`config.mk`:
```
export PLATFORM = sky130hd
export DESIGN_NAME = pulse_inst_scheduler
export DESIGN_NICKNAME = d
export VERILOG_FILES = /design/src/rtl/pulse_inst_scheduler_pkg.sv /design/src/rtl/pulse_ts_shadow.sv /design/src/rtl/pulse_inst_scheduler.sv
export SDC_FILE = /design/constraint.sdc
export NUM_CORES = 1
export LEC_CHECK = 0
export CAP_MARGIN = 40
export CELL_PAD_IN_SITES_DETAIL_PLACEMENT = 0
export CELL_PAD_IN_SITES_GLOBAL_PLACEMENT = 1
export CORE_MARGIN = 2
export CORE_UTILIZATION = 53
export CTS_CLUSTER_DIAMETER = 150
export DETAILED_ROUTE_END_ITERATION = 8
export GPL_TIMING_DRIVEN = 0
export PLACE_DENSITY = 0.79
export SLEW_MARGIN = 20
export SYNTH_ARGS = -nofsm -noshare
export SYNTH_HDL_FRONTEND = slang
export SYNTH_SLANG_ARGS = --single-unit
```
`constraint.sdc`:
```
create_clock -name clk -period 11.4 [get_ports clk]
set_input_delay 3.42 -clock clk [delete_from_list [all_inputs] [get_ports clk]]
set_output_delay 3.42 -clock clk [all_outputs]
set_load 0.03 [all_outputs]
```
`src/rtl/pulse_inst_scheduler_pkg.sv`:
```
// ------------------------------------------------------------------
// pulse_inst_scheduler_pkg: shared widths, park value and FSM states
// rev 1.0
// ------------------------------------------------------------------
`default_nettype none

package pulse_inst_scheduler_pkg;

  localparam int GLB_COUNTER_W       = 24;
  localparam int DIRECTION_W         = 2;
  localparam int INST_LIST_ENTRIES   = 32;
  localparam int INST_LIST_ADDR_W    = 5;
  localparam int INST_LIST_DATA_W    = GLB_COUNTER_W + DIRECTION_W;

  // Parked slots hold a time the global counter is never allowed to reach.
  localparam logic [GLB_COUNTER_W-1:0] PARK_TS = '1;

  typedef enum logic [0:0] {
    INIT = 1'b0,
    RUN  = 1'b1
  } sched_state_e;

endpackage

`default_nettype wire

```
`src/rtl/pulse_ts_shadow.sv`:
```
// ------------------------------------------------------------------
// pulse_ts_shadow: timestamp copy of the ring, async read at rd_ptr
// rev 1.0
// ------------------------------------------------------------------
`default_nettype none

module pulse_ts_shadow
  import pulse_inst_scheduler_pkg::*;
#(
  parameter int NUM_ENTRY  = INST_LIST_ENTRIES,
  parameter int ADDR_WIDTH = INST_LIST_ADDR_W,
  parameter int DATA_WIDTH = GLB_COUNTER_W
) (
  input  logic                  clk,
  input  logic                  we_i,
  input  logic [ADDR_WIDTH-1:0] waddr_i,
  input  logic [DATA_WIDTH-1:0] wdata_i,
  input  logic [ADDR_WIDTH-1:0] raddr_i,
  output logic [DATA_WIDTH-1:0] rdata_o
);

  logic [DATA_WIDTH-1:0] mem_q [NUM_ENTRY];

  always_ff @(posedge clk) begin
    if (we_i) begin
      mem_q[waddr_i] <= wdata_i;
    end
  end

  assign rdata_o = mem_q[raddr_i];

endmodule

`default_nettype wire

```
`src/rtl/pulse_inst_scheduler.sv`:
```
// ------------------------------------------------------------------
// pulse_inst_scheduler: checks timestamped requests, writes the ring
// rev 1.0
// ------------------------------------------------------------------
`default_nettype none

module pulse_inst_scheduler
  import pulse_inst_scheduler_pkg::*;
#(
  parameter int GLB_COUNTER_WIDTH    = GLB_COUNTER_W,
  parameter int DIRECTION_WIDTH      = DIRECTION_W,
  parameter int INST_LIST_NUM_ENTRY  = INST_LIST_ENTRIES,
  parameter int INST_LIST_ADDR_WIDTH = INST_LIST_ADDR_W,
  parameter int INST_LIST_DATA_WIDTH = INST_LIST_DATA_W,
  parameter int LEAD_MIN             = 3
) (
  input  logic                            clk,
  input  logic                            rst,
  input  logic                            flush,
  input  logic [GLB_COUNTER_WIDTH-1:0]    glb_counter,
  input  logic                            in_valid,
  output logic                            in_ready,
  input  logic [GLB_COUNTER_WIDTH-1:0]    in_timestamp,
  input  logic [DIRECTION_WIDTH-1:0]      in_direction,
  output logic                            inst_list_wr_en,
  output logic [INST_LIST_ADDR_WIDTH-1:0] inst_list_wr_addr,
  output logic [INST_LIST_DATA_WIDTH-1:0] inst_list_wr_data,
  output logic                            init_done,
  output logic [INST_LIST_ADDR_WIDTH:0]   occupancy,
  output logic                            drop_pulse,
  output logic [7:0]                      drop_count
);

  localparam int AW = INST_LIST_ADDR_WIDTH;
  localparam logic [AW:0] OCC_FULL = (AW+1)'(INST_LIST_NUM_ENTRY);
  localparam logic [GLB_COUNTER_WIDTH:0] LEAD = (GLB_COUNTER_WIDTH+1)'(LEAD_MIN);

  sched_state_e                     state_q, state_d;
  logic [AW:0]                      init_idx_q, init_idx_d;
  logic [AW-1:0]                    wr_ptr_q, wr_ptr_d;
  logic [AW-1:0]                    rd_ptr_q, rd_ptr_d;
  logic [AW:0]                      occ_q, occ_d;
  logic                             have_last_q, have_last_d;
  logic [GLB_COUNTER_WIDTH-1:0]     last_ts_q, last_ts_d;
  logic [7:0]                       drop_cnt_q, drop_cnt_d;
  logic                             drop_pulse_q, drop_pulse_d;
  logic                             wr_en_q, wr_en_d;
  logic [AW-1:0]                    wr_addr_q, wr_addr_d;
  logic [INST_LIST_DATA_WIDTH-1:0]  wr_data_q, wr_data_d;

  logic                             ready;
  logic                             fire;
  logic                             late;
  logic                             out_of_order;
  logic                             accept;
  logic                             retire;
  logic                             shadow_we;
  logic [GLB_COUNTER_WIDTH-1:0]     shadow_rdata;

  pulse_ts_shadow #(
    .NUM_ENTRY  (INST_LIST_NUM_ENTRY),
    .ADDR_WIDTH (AW),
    .DATA_WIDTH (GLB_COUNTER_WIDTH)
  ) u_shadow (
    .clk     (clk),
    .we_i    (shadow_we),
    .waddr_i (wr_ptr_q),
    .wdata_i (in_timestamp),
    .raddr_i (rd_ptr_q),
    .rdata_o (shadow_rdata)
  );

  assign ready        = (state_q == RUN) && (occ_q != OCC_FULL);
  assign fire         = in_valid && ready;
  assign late         = {1'b0, in_timestamp} < ({1'b0, glb_counter} + LEAD);
  assign out_of_order = have_last_q && (in_timestamp <= last_ts_q);
  assign accept       = fire && !late && !out_of_order;
  // Mirrors the generator PC: the head entry retires on the cycle its time arrives.
  assign retire       = (state_q == RUN) && (occ_q != '0) && (glb_counter == shadow_rdata);

  always_comb begin
    state_d      = state_q;
    init_idx_d   = init_idx_q;
    wr_ptr_d     = wr_ptr_q;
    rd_ptr_d     = rd_ptr_q;
    occ_d        = occ_q;
    have_last_d  = have_last_q;
    last_ts_d    = last_ts_q;
    drop_cnt_d   = drop_cnt_q;
    drop_pulse_d = 1'b0;
    wr_en_d      = 1'b0;
    wr_addr_d    = wr_addr_q;
    wr_data_d    = wr_data_q;
    shadow_we    = 1'b0;

    case (state_q)
      INIT: begin
        if (init_idx_q == OCC_FULL) begin
          state_d = RUN;
        end else begin
          wr_en_d    = 1'b1;
          wr_addr_d  = init_idx_q[AW-1:0];
          wr_data_d  = {PARK_TS, {DIRECTION_WIDTH{1'b0}}};
          init_idx_d = init_idx_q + (AW+1)'(1);
        end
      end
      RUN: begin
        if (fire && !accept) begin
          drop_pulse_d = 1'b1;
          drop_cnt_d   = (drop_cnt_q == 8'hFF) ? drop_cnt_q : drop_cnt_q + 8'd1;
        end
        if (accept) begin
          shadow_we   = 1'b1;
          wr_en_d     = 1'b1;
          wr_addr_d   = wr_ptr_q;
          wr_data_d   = {in_timestamp, in_direction};
          wr_ptr_d    = wr_ptr_q + AW'(1);
          last_ts_d   = in_timestamp;
          have_last_d = 1'b1;
        end
        if (retire) begin
          rd_ptr_d = rd_ptr_q + AW'(1);
        end
        case ({accept, retire})
          2'b10:   occ_d = occ_q + (AW+1)'(1);
          2'b01:   occ_d = occ_q - (AW+1)'(1);
          default: occ_d = occ_q;
        endcase
      end
      default: state_d = INIT;
    endcase

    // Soft clear abandons whatever this cycle would have done, except the drop history.
    if (flush) begin
      state_d      = INIT;
      init_idx_d   = '0;
      wr_ptr_d     = '0;
      rd_ptr_d     = '0;
      occ_d        = '0;
      have_last_d  = 1'b0;
      drop_cnt_d   = drop_cnt_q;
      drop_pulse_d = 1'b0;
      wr_en_d      = 1'b0;
      shadow_we    = 1'b0;
    end
  end

  always_ff @(posedge clk) begin
    if (rst) begin
      state_q      <= INIT;
      init_idx_q   <= '0;
      wr_ptr_q     <= '0;
      rd_ptr_q     <= '0;
      occ_q        <= '0;
      have_last_q  <= 1'b0;
      last_ts_q    <= '0;
      drop_cnt_q   <= '0;
      drop_pulse_q <= 1'b0;
      wr_en_q      <= 1'b0;
      wr_addr_q    <= '0;
      wr_data_q    <= '0;
    end else begin
      state_q      <= state_d;
      init_idx_q   <= init_idx_d;
      wr_ptr_q     <= wr_ptr_d;
      rd_ptr_q     <= rd_ptr_d;
      occ_q        <= occ_d;
      have_last_q  <= have_last_d;
      last_ts_q    <= last_ts_d;
      drop_cnt_q   <= drop_cnt_d;
      drop_pulse_q <= drop_pulse_d;
      wr_en_q      <= wr_en_d;
      wr_addr_q    <= wr_addr_d;
      wr_data_q    <= wr_data_d;
    end
  end

  assign in_ready          = ready;
  assign inst_list_wr_en   = wr_en_q;
  assign inst_list_wr_addr = wr_addr_q;
  assign inst_list_wr_data = wr_data_q;
  assign init_done         = (state_q == RUN);
  assign occupancy         = occ_q;
  assign drop_pulse        = drop_pulse_q;
  assign drop_count        = drop_cnt_q;

endmodule

`default_nettype wire

```
run_1/route_heat.png
Bar = 100 microns. 26 x 26 tiles, from dark blue (low) to red (high), scaled to the fullest tile. Values are wire area over tile area, all layers added.
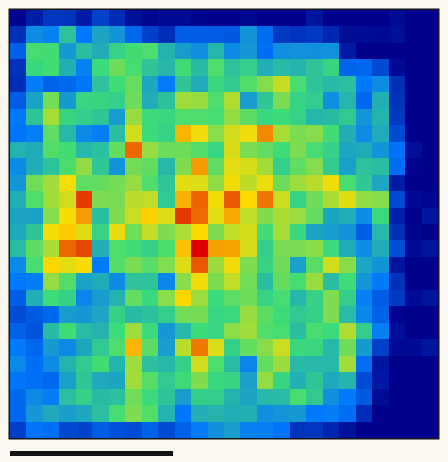
densest ninth of the die: center
nearly empty tiles: 10%
fullest tile: 0.64
tiles over half the peak: 34%
Post-Route WL: 102000 microns
total global-route track usage: 29.7%
wire per inst: 31.5 microns

run_1/sizing.png
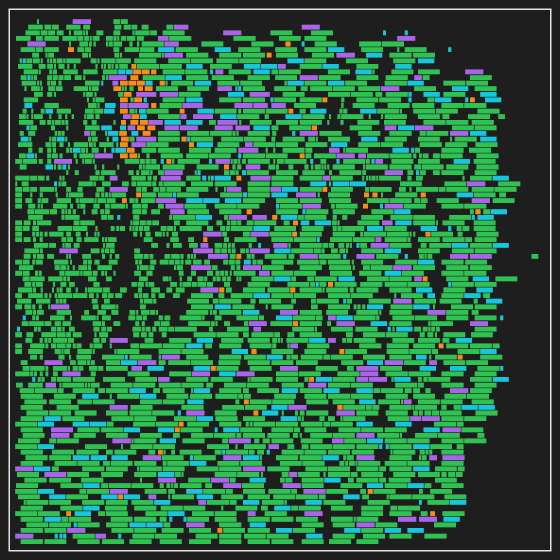
[x1 and smaller] green | cells: 1869 | share: 79% | most used: edfxtp_1
[x6 and larger] purple | cells: 166 | share: 7.0% | most used: clkbuf_16
[x2] cyan | cells: 264 | share: 11% | most used: mux4_2
[x3 and x4] orange | cells: 81 | share: 3.4% | most used: buf_4
Non-CTS buffers: 317
PnR worst setup slack: 1840 ps

==> impl_metrics.tcl, run 1 <==
# yosys + openroad results
set metrics [dict create \
    vias 21196 \
    chipArea_sq_um 69000 \
    yosys-stat-cells 2015 \
    clkbuf_count 103 \
    pre_cts_slack_ps 1210 \
    hold_path_depth 2 \
    rr_worst_depth 25 \
    ir_drop_mv 0.179 \
    worst-path-buf-inv 5 \
    synthCells 2015 \
    async_flop_share_pct 0 \
    synth_flop_count 862 \
    drive_gt1_share_pct 21.5 \
    ys_seq_share_pct 70.3 \
    drt-pass1-iter-count 5 \
    status "completed" \
    clock_area_share_pct 6.55 \
    cts_root_buffer "clkbuf_16" \
    crit_end "occupancy[5]" \
    post-route-util_pct 63.5 \
    grt_max_degree 36 \
]
run_1/util_map.png
Bar = 100 microns. 26 x 26 tiles, from dark blue (low) to red (high), 0 to 100% covered.
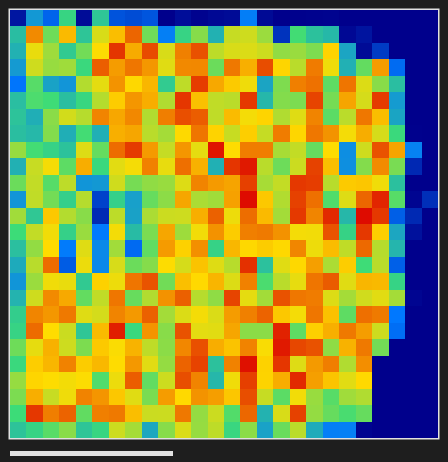
tiles over 75% full: 35%
fullest tile: 99%
nearly empty tiles: 11%

[run 1: cell families after synthesis]
family                     count (synthesis)  synth area share [%]
xor gates and xnor gates                  50                  1.23
and+or+nand+nor                          293                  4.19
muxes                                    289                  14.1
AOI/OAI and AO/OA                        307                  6.03
buffers and inverters                    152                  1.87
DFF                                      862                  70.3
adders and majority gates                 62                  2.21
[run 1: routing by layer]
metal | up-vias | track usage, % | wire [microns]
met5 | - | 0 | 119
met4 | 18 | 10.1 | 3490
met3 | 198 | 5.52 | 10100
met2 | 1225 | 47.8 | 48900
met1 | 10964 | 41.2 | 39800
li1 | 8791 | - | -
[run 1: Yosys cell counts, types with 9 or more instances]
cell type / number / area, sq um
nand2_1: 61 / 229
o2111ai_1: 32 / 280
o31ai_1: 28 / 210
mux4_2: 169 / 3810
xnor2_1: 23 / 201
nor2_1: 79 / 297
buf_1: 17 / 63.8
a221oi_1: 10 / 87.6
o21a_1: 13 / 97.6
nor2b_1: 24 / 150
ha_1: 61 / 763
a21o_1: 20 / 150
a22oi_1: 20 / 150
edfxtp_1: 768 / 23100
nand4_1: 15 / 93.8
and4_1: 9 / 78.8
o21ai_0: 71 / 355
dfxtp_1: 94 / 1880
o22ai_1: 21 / 131
nor3_1: 18 / 90.1
a21oi_1: 24 / 120
nand3_1: 27 / 135
mux2i_1: 112 / 1120
xor2_1: 27 / 236
buf_4: 15 / 113
buf_2: 22 / 110
or3_1: 10 / 62.6
clkbuf_1: 54 / 203
o211ai_1: 14 / 105
inv_1: 41 / 154
[run 1: power by group through the flow]
stage,registers (mW),logic [mW],clock network [mW]
5_1_grt,3.44,0.178,2.91
6_report,3.44,0.166,2.77
2_1_floorplan,3.52,0.0489,0
4_1_cts,3.44,0.162,2.80
3_3_place_gp,3.51,0.152,0
3_5_place_dp,3.51,0.162,0
==> run 2, diff against run 1 <==
- CORE_UTILIZATION: 53 -> 48
- PLACE_DENSITY: 0.79 -> 0.75
- clock period: 11.4 -> 8.7 ns (I/O delays scaled with it)
run_2/route_heat.png
Bar = 100 microns. 28 x 28 tiles, from dark blue (low) to red (high), scaled to the fullest tile. Values are wire area over tile area, all layers added.
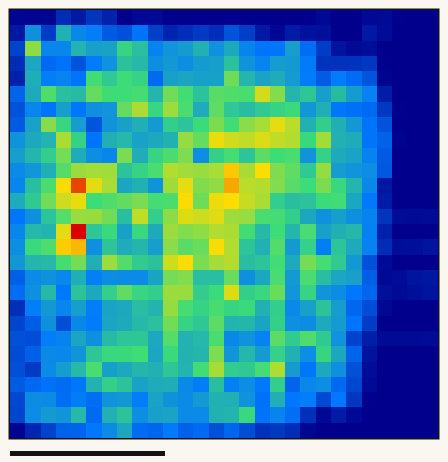
nearly empty tiles: 15%
fullest tile: 0.71
tiles over half the peak: 21%
emptiest ninth of the die: south-east
mean over tiles: 0.23
densest ninth of the die: center
total global-route track usage: 27.9%
DR vias: 21.1k

==> impl_metrics.tcl, run 2 <==
# yosys + openroad results
set metrics [dict create \
    synthTopCellsByCount "768 x edfxtp_1, 169 x mux4_2, 112 x mux2i_1" \
    chipArea_sq_um 76100 \
    synthCells 2015 \
    met2_length_microns 50300 \
    logic_family "multiplexers" \
    synth.cellmix.adderShare_pct 2.21 \
    totalWireLength_microns 104000 \
    status "completed" \
    synth_top_area_share_pct 65.0 \
    ys_sh_xor_pct 1.23 \
    wl_met1_microns 41000 \
    synth_flop_count 862 \
    grt_max_degree 36 \
    simple_gate_area_share_pct 4.19 \
    ir_drop_mv 0.171 \
    yosys-stat-cells 2015 \
    highest_layer "met5" \
    synthTopCellsByArea "edfxtp_1 65%, mux4_2 11%, dfxtp_1 5.3%, mux2i_1 3.2%, ha_1 2.2%" \
    drive_gt1_share_pct 21.6 \
    synth.largest_area_cell "edfxtp_1" \
    aoi_share_pct 6.03 \
    wl_per_cell_microns 31.2 \
    wl_met3_microns 9320 \
    synth.most_common_cell "edfxtp_1" \
    cts_root_buffer "clkbuf_16" \
]
run_2/congestion_map.png
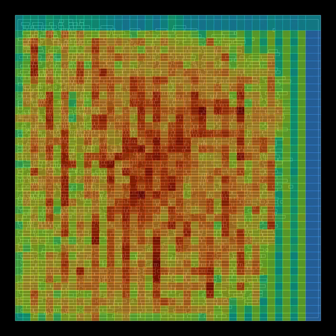
grt peak-use layer: met2
GRT met1 Usage: 37.9%

==> run 2: cell counts after synthesis <==
No cell type changed its count.
==> run 2: worst max-delay path, stage by stage <==
cell and delay, ps:
clkdlybuf4s50_1 680, nand3_1 150, a21o_1 200, nor2_1 140, and4_1 210, clkbuf_1 360, nand4_1 160, xor2_1 170
ha_1 200, a21o_1 190, a21o_1 190, a21o_1 170, a21o_1 170, a21o_1 180, a21o_1 290, o21a_1 300
clkbuf_2 270, inv_2 280, ha_1 380, ha_1 290, a21o_1 170, a21oi_1 240, o21bai_1 90, a21oi_1 180
xnor2_1 130, nand2_1 80, xor2_1 160, nor2_1 50
==> run 2: worst paths after layout <==
| check | slack (ps) | endpoint | from | depth (start not counted) |
|---|---|---|---|---|
| max | 490 | occupancy[5] | glb_counter[4] | 28 |
| min | 460 | last_ts_q[0] | last_ts_q[0] | 2 |
| max reg2reg | 1760 | occupancy[5] | register | 25 |
| min reg2reg | 460 | last_ts_q[0] | last_ts_q[0] | 2 |
==> run 2: power groups by stage <==
stage | clock, mW | sequential, mW | combinational, mW
floorplan | 0 | 4.61 | 0.0640
global placement | 0 | 4.60 | 0.199
detailed placement | 0 | 4.60 | 0.211
CTS | 3.84 | 4.51 | 0.212
global route | 3.99 | 4.51 | 0.233
finish | 3.81 | 4.51 | 0.216
==> run 2: per-stage QoR <==
step / power (mW) / area, sq um / util, % / TNS (ps) / std cells
3_3_place_gp: 4.80 / 37700 / 51.5 / -1928770 / 3074
5_1_grt: 8.73 / 42200 / 57.8 / -10.9 / 3342
6_report: 8.53 / 42200 / 57.8 / 0 / 3344
2_1_floorplan: 4.68 / 35500 / - / -6960 / 2015
4_1_cts: 8.56 / 42200 / 57.7 / 0 / 3337
3_5_place_dp: 4.81 / 39300 / 53.8 / -5970 / 3176
==> run 3, diff against run 2 <==
- TNS_END_PERCENT: default -> 30
run_3/route_heat.png
Bar = 100 microns. 28 x 28 tiles, from dark blue (low) to red (high), scaled to the fullest tile. Values are wire area over tile area, all layers added.
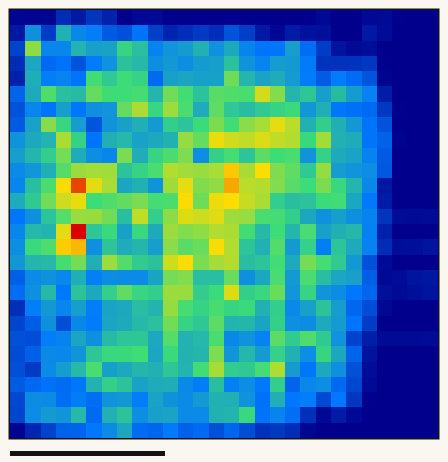
nearly empty tiles: 15%
tiles over half the peak: 21%
emptiest ninth of the die: south-east
densest ninth of the die: center
fullest tile: 0.71

==> impl_metrics.tcl, run 3 <==
# yosys + openroad results
set metrics [dict create \
    status "completed" \
    yosys-stat-cells 2015 \
    hp-start "last_ts_q[0]" \
    drt-pass1-iter-count 6 \
    crit_top_cell "a21o_1" \
    wl_per_cell_microns 31.2 \
    cp-startpoint "glb_counter[4]" \
    rr_worst_depth 25 \
    grt_usage_pct 27.9 \
    critPathSlowestCell "clkdlybuf4s50_1" \
    synth_top_area_share_pct 65.0 \
    fin_cells 3344 \
    place.gp.congestion 0.881 \
    synth.largest_area_cell "edfxtp_1" \
    grt_max_degree 36 \
    place_area_sq_um 39300 \
    totalWireLength_microns 104000 \
    synth.most_common_cell "edfxtp_1" \
    vias 21061 \
    pre_cts_slack_ps -495 \
    max_cap_violations 0 \
    ff2ff_setup_slack_ps 1760 \
    power.total_mw 8.53 \
    hold_path_depth 2 \
    setup_ws_ps 487 \
    hold-path-endpoint "last_ts_q[0]" \
    dp.cells 3176 \
    port_buffers 100 \
    ir_drop_mv 0.171 \
    path_delay_family "AND-OR/OR-AND gates" \
    synth_flop_count 862 \
    worst-path-stages 28 \
    synthTopCellsByCount "768 x edfxtp_1, 169 x mux4_2, 112 x mux2i_1" \
    chipArea_sq_um 76100 \
    async_flop_share_pct 0 \
    r2r_end "occupancy[5]" \
    design_area_sq_um 42200 \
    drive_gt1_share_pct 21.6 \
    crit_end "occupancy[5]" \
    fin_tns_setup_ps 0 \
    synthTopCellsByArea "edfxtp_1 65%, mux4_2 11%, dfxtp_1 5.3%, mux2i_1 3.2%, ha_1 2.2%" \
]
run_3/util_map.png
Bar = 100 microns. 28 x 28 tiles, from dark blue (low) to red (high), 0 to 100% covered.
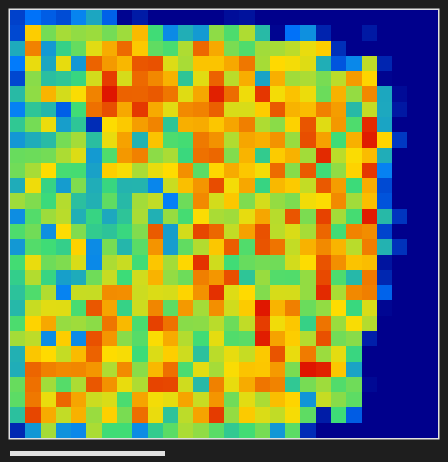
nearly empty tiles: 15%
emptiest ninth of the die: south-east
tiles over 75% full: 29%
fullest tile: 98%
mean over tiles: 54%
Initial Util: 48.5%
Layout Utilization: 57.8%
core footprint: 73100 sq um

## run 3: layer usage
layer	GRT usage, %	wire, microns	up-vias
li1	-	-	8801
met1	37.9	41000	10968
met2	45.2	50300	1075
met3	5.55	9320	197
met4	9.42	3520	20
met5	0	145	-
## run 3: what timing repair did
action | in CTS | in global routing
resized | 0 | 2
hold buffers | 0 | 0
endpoints found under the hold margin | 0 | 0
endpoints found under the setup margin | 0 | 10
buffers inserted | 0 | 0
## run 3: logic make-up (layout without fill, tap and decap cells)
family | count (synthesis) | after routing | synth area share [%]
muxes | 289 | 289 | 14.1
DFF | 862 | 862 | 70.3
AOI/OAI and AO/OA | 307 | 307 | 6.03
other | 0 | 3 | 0
buffers and inverters | 152 | 519 | 1.87
and+or+nand+nor | 293 | 293 | 4.19
xor gates and xnor gates | 50 | 50 | 1.23
adders and majority gates | 62 | 62 | 2.21
## run 3: worst min-delay path: stages (launching register included)
cell and delay, ps:
dfxtp_1 310, nand2_1 50, o21ai_0 60
## run 3: final cells by class
class | count | area, sq um | area share (%)
antenna | 3 | 7.51 | 0.0178
buffer | 108 | 500 | 1.19
clock buffer | 111 | 2290 | 5.42
clock inverter | 50 | 604 | 1.43
inverter | 43 | 161 | 0.382
multi-input combinational | 1001 | 10100 | 24.0
sequential | 862 | 24900 | 59.1
tap | 959 | 1200 | 2.84
timing repair buffer | 207 | 2410 | 5.70
## run 3: report_power, final
part / leakage [nW] / total [mW] / internal (mW) / switching (mW)
clock network: 1.40 / 3.81 / 2.21 / 1.60
registers: 7.67 / 4.51 / 4.51 / 0.00467
logic: 4.50 / 0.216 / 0.0669 / 0.149
total: 13.6 / 8.53 / 6.78 / 1.75
Power is estimated from default activity; no workload was simulated.
